Met1 routing:
(3 px per um) Cells faint in the background.
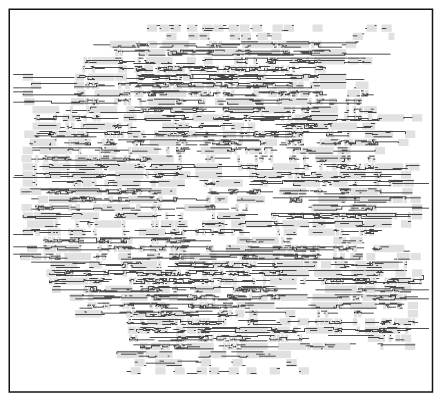
M4 wires:
(2 px per um) Cells faint in the background.
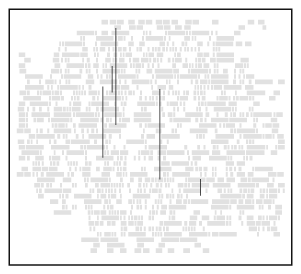
The metal 3 layer:
(2 px per um) Cells faint in the background.
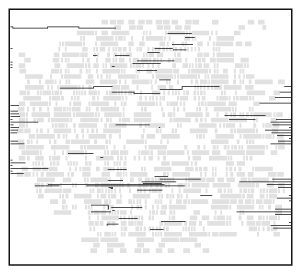
--- src/rtl/tick_timer_pkg.sv ---
// Shared constants, types and helpers for the tick timer bank.
package tick_timer_pkg;

  // Legacy sample period of the fixed free-running counter this bank replaces.
  localparam int DEFAULT_SAMPLE_PERIOD = 999900;

  // Channel operating mode: periodic re-arms at terminal count, one-shot halts.
  typedef enum logic {
    TM_PERIODIC = 1'b0,
    TM_ONESHOT  = 1'b1
  } tick_mode_e;

  // Width of a channel-select field; never narrower than one bit.
  function automatic int calc_ch_w(input int num_ch);
    if (num_ch <= 1) begin
      return 1;
    end
    return $clog2(num_ch);
  endfunction

endpackage

--- src/rtl/tick_channel.sv ---
// One timer channel: programmable terminal count, periodic/one-shot mode,
// start/stop control and a registered one-cycle tick at terminal count.
module tick_channel
  import tick_timer_pkg::*;
#(
  parameter int          WIDTH        = 24,
  parameter int unsigned RESET_PERIOD = DEFAULT_SAMPLE_PERIOD
) (
  input  logic             clk,
  input  logic             rst,
  input  logic             step,
  input  logic             start,
  input  logic             stop,
  input  logic             cfg_we,
  input  logic [WIDTH-1:0] cfg_period,
  input  logic             cfg_oneshot,
  output logic             tick,
  output logic             running,
  output logic [WIDTH-1:0] count
);

  localparam logic [WIDTH-1:0] RST_PERIOD = WIDTH'(RESET_PERIOD);
  localparam logic [WIDTH-1:0] ONE        = WIDTH'(1);

  logic [WIDTH-1:0] count_q, count_d;
  logic [WIDTH-1:0] period_q, period_d;
  tick_mode_e       mode_q, mode_d;
  logic             running_q, running_d;
  logic             tick_q, tick_d;
  logic             terminal;

  // >= rather than == so a period lowered below the current count wraps on
  // the very next step instead of running all the way round WIDTH bits.
  assign terminal = (count_q >= period_q);

  // Configuration capture; values written here are used from the next cycle.
  always_comb begin
    period_d = period_q;
    mode_d   = mode_q;
    if (cfg_we) begin
      period_d = cfg_period;
      mode_d   = cfg_oneshot ? TM_ONESHOT : TM_PERIODIC;
    end
  end

  // Count/run/tick next state: stop beats start, start beats a terminal step.
  always_comb begin
    count_d   = count_q;
    running_d = running_q;
    tick_d    = 1'b0;
    if (stop) begin
      running_d = 1'b0;
    end else if (start) begin
      count_d   = '0;
      running_d = 1'b1;
    end else if (step && running_q) begin
      if (terminal) begin
        count_d = '0;
        tick_d  = 1'b1;
        if (mode_q == TM_ONESHOT) begin
          running_d = 1'b0;
        end
      end else begin
        count_d = count_q + ONE;
      end
    end
  end

  // State registers; reset restores the legacy free-running configuration.
  always_ff @(posedge clk or posedge rst) begin
    if (rst) begin
      count_q   <= '0;
      period_q  <= RST_PERIOD;
      mode_q    <= TM_PERIODIC;
      running_q <= 1'b1;
      tick_q    <= 1'b0;
    end else begin
      count_q   <= count_d;
      period_q  <= period_d;
      mode_q    <= mode_d;
      running_q <= running_d;
      tick_q    <= tick_d;
    end
  end

  assign tick    = tick_q;
  assign running = running_q;
  assign count   = count_q;

endmodule

--- src/rtl/tick_timer_bank.sv ---
// Multi-channel programmable timebase: one shared prescaler driving NUM_CH
// independent tick channels, with a single configuration write port.
module tick_timer_bank
  import tick_timer_pkg::*;
#(
  parameter int          WIDTH        = 24,
  parameter int          NUM_CH       = 2,
  parameter int          PRESC_W      = 8,
  parameter int unsigned RESET_PERIOD = DEFAULT_SAMPLE_PERIOD,
  localparam int         CH_W         = calc_ch_w(NUM_CH)
) (
  input  logic                    clk,
  input  logic                    rst,
  input  logic [PRESC_W-1:0]      prescale,
  input  logic                    cfg_we,
  input  logic [CH_W-1:0]         cfg_ch,
  input  logic [WIDTH-1:0]        cfg_period,
  input  logic                    cfg_oneshot,
  input  logic [NUM_CH-1:0]       start,
  input  logic [NUM_CH-1:0]       stop,
  output logic [NUM_CH-1:0]       tick,
  output logic [NUM_CH-1:0]       running,
  output logic [NUM_CH*WIDTH-1:0] count
);

  logic [PRESC_W-1:0] presc_cnt_q, presc_cnt_d;
  logic               step;
  logic [NUM_CH-1:0]  cfg_hit;

  // >= lets a lowered prescale take effect at once without wrapping through.
  assign step = (presc_cnt_q >= prescale);

  // Prescaler next state: clear on step, otherwise advance.
  always_comb begin
    presc_cnt_d = presc_cnt_q + PRESC_W'(1);
    if (step) begin
      presc_cnt_d = '0;
    end
  end

  // Shared prescaler counter.
  always_ff @(posedge clk or posedge rst) begin
    if (rst) begin
      presc_cnt_q <= '0;
    end else begin
      presc_cnt_q <= presc_cnt_d;
    end
  end

  // Config decode: a select beyond NUM_CH-1 matches no channel and is dropped.
  for (genvar gi = 0; gi < NUM_CH; gi++) begin : g_ch
    assign cfg_hit[gi] = cfg_we && (cfg_ch == CH_W'(gi));

    tick_channel #(
      .WIDTH       (WIDTH),
      .RESET_PERIOD(RESET_PERIOD)
    ) u_ch (
      .clk        (clk),
      .rst        (rst),
      .step       (step),
      .start      (start[gi]),
      .stop       (stop[gi]),
      .cfg_we     (cfg_hit[gi]),
      .cfg_period (cfg_period),
      .cfg_oneshot(cfg_oneshot),
      .tick       (tick[gi]),
      .running    (running[gi]),
      .count      (count[gi*WIDTH +: WIDTH])
    );
  end

endmodule

--- config.mk ---
export PLATFORM = sky130hd
export DESIGN_NAME = tick_timer_bank
export DESIGN_NICKNAME = d
export VERILOG_FILES = /design/src/rtl/tick_timer_pkg.sv /design/src/rtl/tick_channel.sv /design/src/rtl/tick_timer_bank.sv
export SDC_FILE = /design/constraint.sdc
export NUM_CORES = 1
export LEC_CHECK = 0
export ABC_AREA = 1
export CORE_ASPECT_RATIO = 0.9
export CORE_MARGIN = 3
export CORE_UTILIZATION = 43
export CTS_CLUSTER_DIAMETER = 100
export DETAILED_ROUTE_END_ITERATION = 8
export PLACE_DENSITY_LB_ADDON = 0.3
export SYNTH_ARGS = -nofsm -noshare
export SYNTH_HDL_FRONTEND = slang
export SYNTH_SLANG_ARGS = --single-unit
--- constraint.sdc ---
create_clock -name clk -period 8.95 [get_ports clk]
set_clock_uncertainty 0.2 [all_clocks]
set_input_delay 2.2375 -clock clk [delete_from_list [all_inputs] [get_ports clk]]
set_output_delay 2.2375 -clock clk [all_outputs]
set_load 0.1 [all_outputs]
==> run summary <==
Flow results are below.

- The final cell count without fillers is ~1200, for reference.
- The type of the setup path with the least slack is input port to flop, for reference.
- Prior to clock tree synthesis, the placed netlist has a worst setup slack of between 4 and 5 ns.
- The most used logic cell in the final layout is sky130_fd_sc_hd__nand2_1, for reference.
- The completed layout was analyzed and its total power is approximately 1.2 mW.
- Port buffering added approximately 90 buffers.
- The effective utilization at floorplan is 0.4459, for reference.
- The pin closest to its max-slew limit shows a slew of roughly 1.0 ns.
- The tally of OpenROAD warnings is 26, for reference.
- The detailed-placement wirelength estimate is 12130 um, for reference.
- The most common cell in the synthesized netlist is sky130_fd_sc_hd__nand2_1.
- Clock tree synthesis selected as its root buffer the cell sky130_fd_sc_hd__clkbuf_16.
- The area fraction in mux cells is 0, for reference.
- The count of nets left with antenna violations once routing finished came out at 0.
- On the critical path the largest part of the delay comes from buffers and inverters.
- The total die size is 17860 um2, for reference.
- The mean routed wirelength per cell is about 13 um, for reference.
- The main area contributors are sky130_fd_sc_hd__dfrtp_1 (31%), sky130_fd_sc_hd__nand2_1 (16%), sky130_fd_sc_hd__ha_1 (11%).
- The number of combinational gates with multiple inputs is ~640, for reference.
- The run finished with clean final reports.
- The internal cell power is roughly 0.87 mW, for reference.
- The post-detailed-placement cell area is around 8000 um2, for reference.
- The largest area contributor in the netlist is sky130_fd_sc_hd__dfrtp_1, for reference.
- No sink is reached through more buffers than the 2 on the longest clock path.
- The net count after synthesis is ~1000, for reference.
- The final hold violation count is 0, for reference.
- The area fraction of the largest cell type after synthesis is 0.3072.
- For the finished layout, the period the worst path requires is between 4 and 5 ns.
- The multi-input combinational cells in the finished layout cover a total of roughly 3500 um2.
- The summed standard-cell area reported by yosys is about 7000 um2, for reference.
- The source-to-sink clock delay at the later pin of the worst-skew pair is about 0.36 ns, for reference.
- The arrival time of data at the worst endpoint is listed as 4.68 ns.
- CTS added clock buffers totalling 9.
- Setup repair after global routing left no endpoint under its margin.
- The largest cell class by area is multi-input combinational cells, for reference.
- Across all checked pins, the minimum headroom to the slew limit is 0.3279.
- Listed in order, past its start point the critical path passes clkdlybuf4s50_1 -> inv_1 -> ha_1 -> a21oi_1 -> o21a_1 -> nand3_2 -> nand2_2 -> a21oi_1 -> inv_1 -> nand2_1 -> nand2_1.
- STA classifies the critical path endpoint as a flop.
- The post-route fraction of the period consumed by the critical path is 0.5119, for reference.
- During I/O placement, the number of pins put on the boundary was around 93.
- The count of clock buffers in the final design is 13, for reference.
- The net count of the finished layout is 1109.
- The horizontal die dimension reported for this design is roughly 140 um.
- The sum of overflow across all layers after global routing is 0, for reference.
- Entering global routing, the biggest net connects approximately 57 pins.
- The max-cap check violation count is 0, for reference.
- The antenna cell count is 0, for reference.
- In this run the number of H-tree levels came out at 3.
- The power group with the highest consumption is sequential cells, for reference.
- Multi-input logic gates represent a cell area share of 0.4151.
- The number of clock sinks came to 110.
- The area of all placed cells without fillers is roughly 8300 um2, for reference.
- The maximum clock rate is roughly 220 MHz, for reference.
- The flip-flop and latch power is just under 0.6 mW, for reference.
- The power share of the clock group is 0.337, for reference.
- The yosys cell count is a little over 900, for reference.
- The mean instance size in the synthesized netlist is between 7 and 8 um2, for reference.
- The worst register-to-register path depth is 9.
- In this run the standard cell core region covers 15710 um2.
- The post-synthesis share of cell area spent on full adders, half adders and majority gates is 0.1054, for reference.
- The relative area change from synthesis to final layout is 19.02%, for reference.
- The power in the clock group is 0.414 mW, for reference.
- In the global route stage, overall resource usage came out at 0.1848.
- The first routing iteration left between 300 and 400 violations.
- In the log, the iteration count for the first detailed-route pass is 7.
- The total power divided by cell area is ~150 nW/um2, for reference.
- The power report attributes to the sequential group a share of 0.476.
About 'met1 routing':
main direction = horizontal
longest straight run = 43.2 um
routed wire length: 16080 um
detailed-route via count: 5846
met1 layer usage reported by global route: 0.2589

About 'M4 wires':
longest straight run = 48.3 um
nets with wire on the layer = 2
wire length on this layer = 150 um

About 'the metal 3 layer':
nets with wire on the layer = 83
longest straight run = 58.0 um
met3 usage in global routing: 0.04117

## worst paths after layout
check | slack (ns) | from | end
max reg2reg | 6.12 | g_ch[1].u_ch.period_q[19] | g_ch[1].u_ch.count[2]
max in group asynchronous | 5.22 | rst | g_ch[1].u_ch.count[3]
min | 0.28 | g_ch[0].u_ch.running | g_ch[0].u_ch.running
min in group asynchronous | 2.16 | rst | g_ch[0].u_ch.tick
min reg2reg | 0.28 | g_ch[0].u_ch.running | g_ch[0].u_ch.running
max | 4.37 | prescale[5] | g_ch[0].u_ch.count[9]
## layer usage
layer | vias up | routed length, um | global-route usage
met1 | 2661 | 7758 | 0.2589
met4 | 0 | 149 | 0.04501
met5 | - | 0 | 0
met3 | 13 | 898 | 0.04117
met2 | 134 | 7269 | 0.2934
li1 | 3038 | - | -
No activity file was given, so power comes from the tool's default toggle rates.
